==> config.mk <==
export PLATFORM = sky130hd
export DESIGN_NAME = prng_arbiter
export DESIGN_NICKNAME = d
export VERILOG_FILES = /design/src/rtl/prng_arbiter.sv
export SDC_FILE = /design/constraint.sdc
export NUM_CORES = 1
export LEC_CHECK = 0
export CORE_UTILIZATION = 30
export CTS_BUF_LIST = sky130_fd_sc_hd__clkbuf_4 sky130_fd_sc_hd__clkbuf_8 sky130_fd_sc_hd__clkbuf_16
export DETAILED_ROUTE_END_ITERATION = 10
export HOLD_SLACK_MARGIN = 0.02
export SLEW_MARGIN = 20
export SYNTH_ARGS = -nofsm -noshare
export SYNTH_HDL_FRONTEND = slang
export SYNTH_SLANG_ARGS = --single-unit
==> constraint.sdc <==
create_clock -name clk -period 1.55 [get_ports clk]
set_clock_uncertainty 0.05 [all_clocks]
set_input_delay 0.155 -clock clk [delete_from_list [all_inputs] [get_ports clk]]
set_output_delay 0.155 -clock clk [all_outputs]
set_load 0.1 [all_outputs]
==> src/rtl/prng_arbiter.sv <==
// prng_arbiter
//   Shares one Xoroshiro32PlusPlus generator between NUM_REQ consumers.
//   Arbitration is round-robin. Each generator word goes to exactly one
//   requester, and io_prngNext advances the generator once per delivery.
//   Each delivery takes three cycles: IDLE (pick winner), DELIVER (register
//   word/ack/strobe), SETTLE (outputs visible, generator steps).
//
// Ports
//   clk           system clock (clock_50 domain)
//   reset         synchronous, active-high
//   io_req        per-requester request level
//   io_ack        one-hot, one-cycle ack pulse; io_data is valid with it
//   io_data       delivered word (registered, holds between acks)
//   io_grantId    index of the acked requester, 0 when no ack
//   io_busy       high in DELIVER and SETTLE
//   io_prngNext   one-cycle advance strobe to the generator io_next
//   io_prngValue  generator output (current state)
//
// Optional feature, enabled by defining PRNG_ARB_STATS_EN:
//   io_statSel    requester whose grant count is read back
//   io_statCount  registered 16-bit saturating grant count, 0 if sel out of range
module prng_arbiter #(
    parameter int unsigned NUM_REQ = 4,
    parameter int unsigned WIDTH   = 16,
    parameter int unsigned IDX_W   = 2
) (
    input  logic               clk,
    input  logic               reset,
    input  logic [NUM_REQ-1:0] io_req,
    output logic [NUM_REQ-1:0] io_ack,
    output logic [WIDTH-1:0]   io_data,
    output logic [IDX_W-1:0]   io_grantId,
    output logic               io_busy,
    output logic               io_prngNext,
    input  logic [WIDTH-1:0]   io_prngValue
`ifdef PRNG_ARB_STATS_EN
    ,
    input  logic [IDX_W-1:0]   io_statSel,
    output logic [15:0]        io_statCount
`endif
);

    typedef enum logic [1:0] {
        IDLE,
        DELIVER,
        SETTLE
    } state_t;

    state_t             state, state_nx;
    logic [IDX_W-1:0]   rr_ptr, rr_nx;
    logic [IDX_W-1:0]   win, win_nx;
    logic [NUM_REQ-1:0] ack_nx;
    logic [WIDTH-1:0]   data_nx;
    logic [IDX_W-1:0]   grant_nx;
    logic               next_nx;
    logic               found;
    logic [31:0]        scan;

    assign io_busy = (state != IDLE);

    always_comb begin
        state_nx = state;
        rr_nx    = rr_ptr;
        win_nx   = win;
        ack_nx   = '0;
        data_nx  = io_data;
        grant_nx = '0;
        next_nx  = 1'b0;
        found    = 1'b0;
        scan     = '0;
        case (state)
            IDLE: begin
                // First set request at or above rr_ptr, wrapping around.
                for (int unsigned k = 0; k < NUM_REQ; k++) begin
                    scan = (32'(rr_ptr) + k) % NUM_REQ;
                    if (!found && io_req[scan]) begin
                        found  = 1'b1;
                        win_nx = IDX_W'(scan);
                    end
                end
                if (found) state_nx = DELIVER;
            end
            DELIVER: begin
                // Word sampled before the advance, so deliveries follow the
                // generator sequence exactly.
                data_nx  = io_prngValue;
                ack_nx   = NUM_REQ'(1) << win;
                grant_nx = win;
                next_nx  = 1'b1;
                rr_nx    = IDX_W'((32'(win) + 1) % NUM_REQ);
                state_nx = SETTLE;
            end
            SETTLE: begin
                state_nx = IDLE;
            end
            default: begin
                state_nx = IDLE;
            end
        endcase
    end

    always_ff @(posedge clk) begin
        if (reset) begin
            state       <= IDLE;
            rr_ptr      <= '0;
            win         <= '0;
            io_ack      <= '0;
            io_data     <= '0;
            io_grantId  <= '0;
            io_prngNext <= 1'b0;
        end else begin
            state       <= state_nx;
            rr_ptr      <= rr_nx;
            win         <= win_nx;
            io_ack      <= ack_nx;
            io_data     <= data_nx;
            io_grantId  <= grant_nx;
            io_prngNext <= next_nx;
        end
    end

`ifdef PRNG_ARB_STATS_EN
    logic [15:0] stat_cnt [NUM_REQ];

    always_ff @(posedge clk) begin
        if (reset) begin
            for (int unsigned i = 0; i < NUM_REQ; i++) stat_cnt[i] <= '0;
            io_statCount <= '0;
        end else begin
            for (int unsigned i = 0; i < NUM_REQ; i++) begin
                if (io_ack[i] && stat_cnt[i] != 16'hFFFF)
                    stat_cnt[i] <= stat_cnt[i] + 16'd1;
            end
            if (32'(io_statSel) < NUM_REQ)
                io_statCount <= stat_cnt[io_statSel];
            else
                io_statCount <= '0;
        end
    end
`endif

endmodule
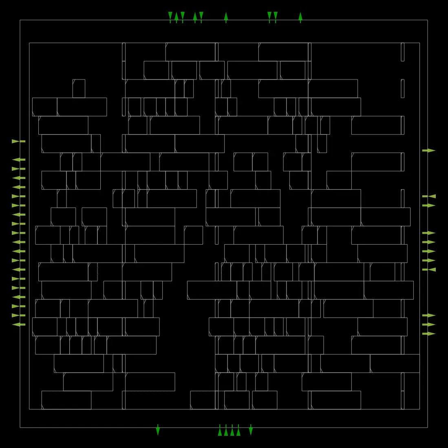
final_placement.png
CORE AREA: 3153 um^2
row count: 20
flop share of the area: 31.35%

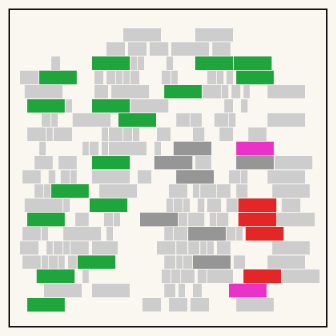
registers.png
[`io_ack`] red | sequential cells: 4
[`io_grantId`] magenta | sequential cells: 2
[`io_data`] green | sequential cells: 16
Finished Core Util: 58.73%
Seq group: 0.849 mW
area taken by flip-flops and latches: 580.6 um^2

==> results.sh <==
# source this file to load flow results
export IMPL_dp_hpwl_um=1889
export IMPL_hold_ws_ns=0.3122
export IMPL_status="finished clean"
export IMPL_gp_congestion=0.7788
export IMPL_yosysTopAreaCellShare_pct=56.52
export IMPL_yosys_area_share_simple_pct=23.14
export IMPL_fin_ws_ns=0.2255
export IMPL_chipArea_um2=3662
export IMPL_power_density_nw_per_um2=1098
export IMPL_path_clk_slew_ns=0.09
export IMPL_critical_path_top_delay_family="flip-flops"
export IMPL_slowest_stage="dfxtp_1"
export IMPL_critPathMaxFanout=4
export IMPL_fin_area_um2=1852
export IMPL_synthCells=123
export IMPL_worst_path_stages=2
export IMPL_p_leak_nw=0.7244
export IMPL_synthDistinctLibCells=21
export IMPL_cts_resized=0
export IMPL_slowest_delay_ns=0.33
export IMPL_first_pass_iters=4
export IMPL_ys_sh_xor_pct=0.8526
export IMPL_r2r_start="rr_ptr[1]$_SDFFE_PP0P_"
export IMPL_nFillCells=293
export IMPL_ant_nets=0
export IMPL_finalNonFillerCells=218
export IMPL_clock_latency_ns=0.33
export IMPL_cts_tree="built"
export IMPL_slew_violations=0
export IMPL_hold_depth=3
export IMPL_n_antenna_cell=0
export IMPL_grt_pass1_vias=955
export IMPL_post_synth_cell_area_avg_um2=8.352
export IMPL_hold_start="io_prngValue[0]"
export IMPL_ys_top_cells_by_area="dfxtp_1 57%, nand2_1 12%, a21oi_1 9.3%"
export IMPL_cts_hold_buffers=0
export IMPL_adder_share_pct=0
export IMPL_cp_num_buf_inv=1
export IMPL_warnings=26
export IMPL_ys_ff=29
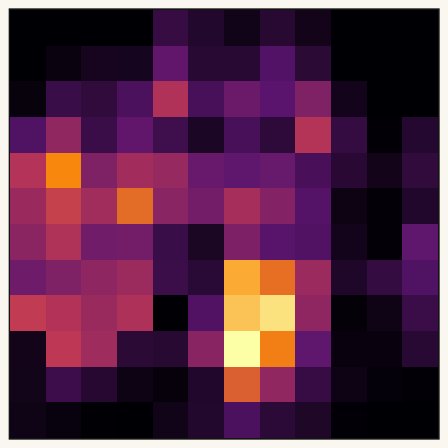
wire_density.png
The die is cut into 12 by 12 equal tiles; black is low, pale yellow is high, scaled to the fullest tile. Values are wire area over tile area, all layers added.
mean over tiles: 0.12
tiles over half the peak: 7.6%
nearly empty tiles: 18%
fullest tile: 0.55

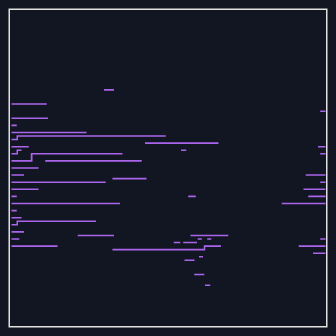
met3.png
main direction: horizontal
share of all routed wire: 11%
nets with wire on the layer: 39
wire length on this layer: 280 um

==> per-layer routing <==
metal	vias to the layer above	GRT usage (%)	wire [um]	part of all wire, %
met5	-	0	0	0
met4	0	5.844	89	3.6
met3	14	10.87	279	11
met2	52	25.27	1111	45
met1	441	16.36	1000	40
li1	504	-	-	-
==> tightest hold or removal path: cells and delay by family <==
kind / cells / cell delay (ns)
and+or+nand+nor: 1 / 0.06
AOI/OAI and AO/OA: 1 / 0.05
buffers and inverters: 1 / 0.40
==> final cells by class <==
cell class | instances | area share [%]
timing repair buffer | 51 | 39.73
sequential | 29 | 31.35
multi-input combinational | 84 | 21.76
clock buffer | 7 | 3.514
tap | 44 | 2.973
inverter | 2 | 0.4054
clock inverter | 1 | 0.2703
==> registers in the layout, summed over array words and instances (netlist names) <==
register and flops:
state 2, io_ack 4, rr_ptr 2, io_data 16, win 2, io_prngNext 1, io_grantId 2
==> cells in the final DEF (no fill, tap or decap) <==
| cell | count |
|---|---|
| nand2b_1 | 2 |
| a21oi_1 | 19 |
| inv_2 | 1 |
| buf_12 | 24 |
| clkbuf_4 | 5 |
| buf_4 | 6 |
| nor4_1 | 2 |
| nor3_1 | 3 |
| o22ai_1 | 2 |
| and2_1 | 2 |
| clkbuf_8 | 2 |
| a211oi_1 | 1 |
| clkinv_2 | 1 |
| dfxtp_1 | 29 |
| or2_4 | 1 |
| nand2_1 | 32 |
| inv_1 | 1 |
| clkdlybuf4s50_1 | 21 |
| nor2_1 | 10 |
| a21boi_0 | 1 |
| nor2b_1 | 3 |
| xor2_1 | 1 |
| o21ai_0 | 3 |
| a311oi_1 | 1 |
| a211o_2 | 1 |
==> report_power, final <==
group / internal [mW] / switching (mW)
registers: 0.797 / 0.0520
logic: 0.256 / 0.405
clock network: 0.262 / 0.261
total: 1.32 / 0.718
Power figures rest on the tool's default switching activity, not on a simulated workload.
